File: src/rtl/bcd_pkg.sv
// Shared types and constants for the four-digit BCD down timer.
// Holds the FSM state encoding, digit geometry and a BCD validity helper.
package bcd_pkg;

  localparam int unsigned DIGIT_W    = 4;
  localparam int unsigned NUM_DIGITS = 4;
  localparam logic [DIGIT_W-1:0] BCD_MAX = 4'd9;

  typedef enum logic [1:0] {
    ST_IDLE  = 2'd0,
    ST_RUN   = 2'd1,
    ST_PAUSE = 2'd2,
    ST_DONE  = 2'd3
  } state_e;

  // True when every packed digit of v is a legal decimal digit.
  function automatic logic is_valid_bcd(input logic [DIGIT_W*NUM_DIGITS-1:0] v);
    for (int i = 0; i < NUM_DIGITS; i++) begin
      if (v[i*DIGIT_W +: DIGIT_W] > BCD_MAX) return 1'b0;
    end
    return 1'b1;
  endfunction

endpackage

File: src/rtl/cnt10_down.sv
// One BCD digit: parallel load or decrement-with-wrap (0 -> 9).
// Load wins over decrement; synchronous active-low reset clears the digit.
module cnt10_down
  import bcd_pkg::*;
(
  input  logic               clk,
  input  logic               reset,
  input  logic               load,
  input  logic [DIGIT_W-1:0] d,
  input  logic               dec,
  output logic [DIGIT_W-1:0] q
);

  logic [DIGIT_W-1:0] q_q;

  // NOTE: state registers use non-blocking assignments so every flop samples
  // pre-edge values; blocking here would create order-dependent simulation.
  always_ff @(posedge clk) begin
    if (!reset) begin
      q_q <= '0;
    end else if (load) begin
      q_q <= d;
    end else if (dec) begin
      q_q <= (q_q == '0) ? BCD_MAX : q_q - DIGIT_W'(1);
    end
  end

  assign q = q_q;

endmodule

File: src/rtl/bcd_down_timer.sv
// Four-digit BCD down timer with load/start/pause control and optional
// auto-reload on expiry. Digits are cnt10_down instances chained via brw.
module bcd_down_timer
  import bcd_pkg::*;
#(
  parameter bit AUTO_RELOAD = 1'b0
) (
  input  logic        clk,
  input  logic        reset,
  input  logic        load,
  input  logic [15:0] load_val,
  input  logic        start,
  input  logic        pause,
  output logic [15:0] q,
  output logic [3:1]  brw,
  output logic        running,
  output logic        done,
  output logic        done_p,
  output logic        err
);

  state_e      state_q;
  logic [15:0] reload_q;
  logic        done_p_q;
  logic        err_q;

  logic        load_ok;
  logic        count_en;
  logic        expire;
  logic        reload_en;
  logic        dig_load;
  logic [15:0] dig_d;
  logic [NUM_DIGITS-1:0] dec;

  assign load_ok   = load && is_valid_bcd(load_val);
  assign count_en  = (state_q == ST_RUN) && (q != '0);
  assign expire    = (state_q == ST_RUN) && (q == '0);
  assign reload_en = expire && AUTO_RELOAD && (reload_q != '0);

  // A valid load beats an expiry reload; an invalid load freezes the digits.
  assign dig_load = load_ok || (!load && reload_en);
  assign dig_d    = load_ok ? load_val : reload_q;

  // NOTE: every output of an always_comb gets a default first so no path
  // leaves it unassigned, which would otherwise infer a latch.
  always_comb begin
    brw    = '0;
    brw[1] = count_en && (q[3:0]  == '0);
    brw[2] = count_en && (q[7:0]  == '0);
    brw[3] = count_en && (q[11:0] == '0);
  end

  assign dec[0] = count_en && !load;
  for (genvar i = 1; i < NUM_DIGITS; i++) begin : g_dec
    assign dec[i] = brw[i] && !load;
  end

  for (genvar i = 0; i < NUM_DIGITS; i++) begin : g_digit
    cnt10_down u_digit (
      .clk   (clk),
      .reset (reset),
      .load  (dig_load),
      .d     (dig_d[i*DIGIT_W +: DIGIT_W]),
      .dec   (dec[i]),
      .q     (q[i*DIGIT_W +: DIGIT_W])
    );
  end

  // Control FSM: reset > load > expiry > pause > start.
  always_ff @(posedge clk) begin
    if (!reset) begin
      state_q  <= ST_IDLE;
      reload_q <= '0;
      done_p_q <= 1'b0;
      err_q    <= 1'b0;
    end else begin
      done_p_q <= 1'b0;
      err_q    <= 1'b0;
      if (load) begin
        if (load_ok) begin
          state_q  <= ST_IDLE;
          reload_q <= load_val;
        end else begin
          err_q <= 1'b1;
        end
      end else if (expire) begin
        done_p_q <= 1'b1;
        if (!reload_en) state_q <= ST_DONE;
      end else if (pause) begin
        if (state_q == ST_RUN) state_q <= ST_PAUSE;
      end else if (start && (q != '0) &&
                   ((state_q == ST_IDLE) || (state_q == ST_PAUSE))) begin
        state_q <= ST_RUN;
      end
    end
  end

  assign running = (state_q == ST_RUN);
  assign done    = (state_q == ST_DONE);
  assign done_p  = done_p_q;
  assign err     = err_q;

endmodule
File: config.mk
export PLATFORM = sky130hd
export DESIGN_NAME = bcd_down_timer
export DESIGN_NICKNAME = d
export VERILOG_FILES = /design/src/rtl/bcd_pkg.sv /design/src/rtl/cnt10_down.sv /design/src/rtl/bcd_down_timer.sv
export SDC_FILE = /design/constraint.sdc
export NUM_CORES = 1
export LEC_CHECK = 0
export CAP_MARGIN = 40
export CORE_MARGIN = 5
export CORE_UTILIZATION = 46
export CTS_BUF_LIST = sky130_fd_sc_hd__clkbuf_4 sky130_fd_sc_hd__clkbuf_8
export CTS_CLUSTER_DIAMETER = 40
export DETAILED_ROUTE_END_ITERATION = 6
export GPL_TIMING_DRIVEN = 0
export PLACE_DENSITY = 0.87
export SYNTH_ARGS = -nofsm -noshare
export SYNTH_HDL_FRONTEND = slang
export SYNTH_SLANG_ARGS = --single-unit
File: constraint.sdc
create_clock -name clk -period 2.73 [get_ports clk]
set_clock_uncertainty 0.05 [all_clocks]
set_input_delay 0.546 -clock clk [delete_from_list [all_inputs] [get_ports clk]]
set_output_delay 0.546 -clock clk [all_outputs]
set_load 0.05 [all_outputs]
Cell sizes after repair:
(6 px per um)
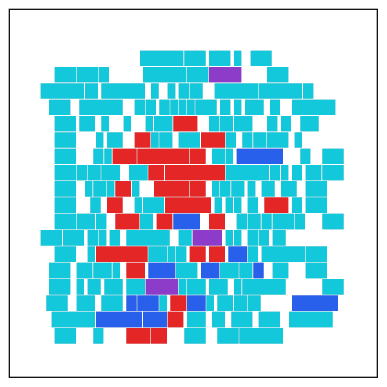
[drive 1 or less] cyan | cells: 167 | share: 81% | most used: clkdlybuf4s50_1
[drive 2] blue | cells: 12 | share: 5.8% | most used: dfxtp_2
[drive 6 and up] purple | cells: 3 | share: 1.4% | most used: buf_8
[drive 3 to 4] red | cells: 25 | share: 12% | most used: buf_4

Port wiring:
(6 px per um)
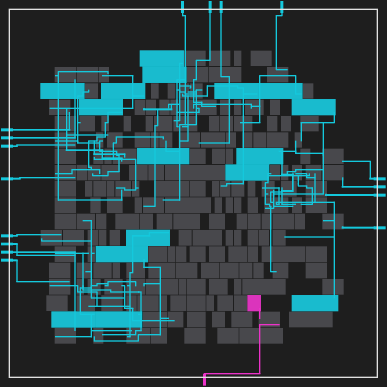
[q] cyan | bits: 16 | direction: output | end cells: 16 | buffers: 18 | wire: 927 um
[done] magenta | bits: 1 | direction: output | end cells: 1 | buffers: 1 | wire: 22.4 um
port bufs: 43
I/O pin count: 44

Placement view:
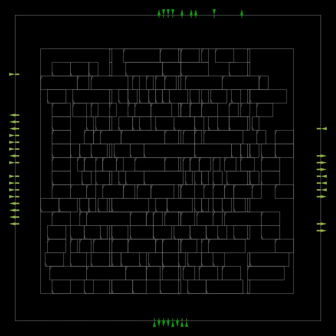
number of well-tap cells placed: 30
utilization after layout: 74.14%

==> flow_summary.rst <==
Flow metrics
------------

.. list-table::
   :header-rows: 1

   * - Metric
     - Value
   * - Data required time at the worst endpoint
     - 2130 ps
   * - Worst slack at placement
     - -453.6 ps
   * - Final non-filler cell area
     - 0.001837 mm2
   * - Post-synthesis share of cell area spent on and-or and or-and gates
     - 26.04%
   * - Peak supply drop
     - 353.5 uV
   * - Insertion delay of the later-clocked pin in the worst-skew pair
     - 300 ps
   * - Status
     - finished clean
   * - Met3 wirelength from detailed routing
     - 446 um
   * - Maximum number of pins on one net before global-route repair
     - 12
   * - Count of inserted antenna diode cells
     - 0
   * - Cell area reported after detailed placement
     - 0.001688 mm2
   * - Iteration tally of the first detailed-router pass
     - 4
   * - Dominant delay contributor by cell family on the critical path
     - simple AND/OR/NAND/NOR gates
   * - Cell type with the largest total area after synthesis
     - dfxtp_1
   * - Overall overflow remaining after global route
     - 0
   * - Fill cells
     - 212
   * - Leak pwr
     - 0.6254 nW
   * - Arrival @ worst endpoint
     - 2130 ps
   * - Most instantiated flip-flop cell in the synthesis netlist
     - dfxtp_1
   * - Number of synthesized flops with an enable pin
     - 0
   * - Gate Count Post-Synth
     - 151
   * - Die ar.
     - 0.003733 mm2
Metal 1:
(10 px per um) Supply wires on this layer in grey.
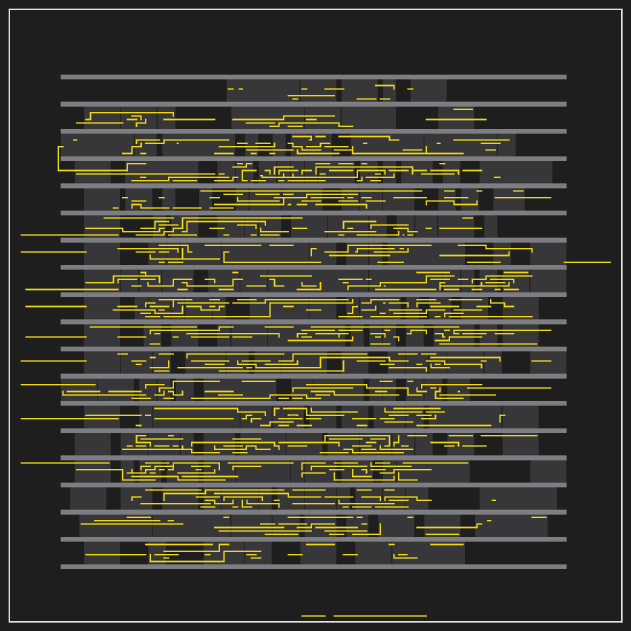
main direction: horizontal
nets with wire on the layer: 208
wire length on this layer: 1,680 um
share of all routed wire: 38%
longest straight run: 22.1 um

Placement density heat map:
(6 px per um) The die is cut into 6 by 6 equal tiles; dark blue is low, red is high, 0 to 100% covered.
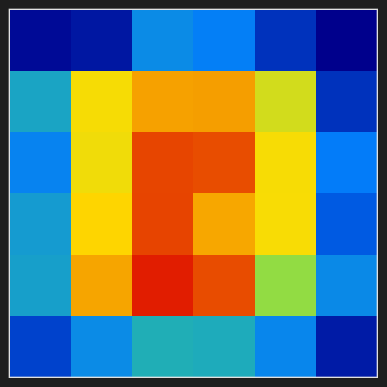
tiles over 75% full: 28%
mean over tiles: 48%
nearly empty tiles: 2.8%
area of the core: 0.002477 mm2
fp util: 48.48%

==> Yosys cell counts (2+ instances only) <==
cell and instances:
a21oi_1 7, a311oi_1 4, a31oi_1 2, and2_1 2, clkbuf_1 5, dfxtp_1 20, inv_1 3, nand2_1 15
nand2b_1 4, nand3_1 4, nand3b_1 2, nand4_1 2, nor2_1 14, nor3_1 9, nor4_1 3, o211ai_1 2
o21ai_0 15, o22ai_1 4, o41ai_1 2, or3_1 2, or3b_2 2, or4_1 6, xnor2_1 3
==> repair_timing <==
| action | 4_1_cts | 5_1_grt |
|---|---|---|
| endpoints found under the setup margin | 3 | 3 |
| hold buffers | 0 | 0 |
| gates resized | 21 | 13 |
| buffers inserted | 0 | 10 |
| pin swaps | 0 | 4 |
Power figures rest on the tool's default switching activity, not on a simulated workload.
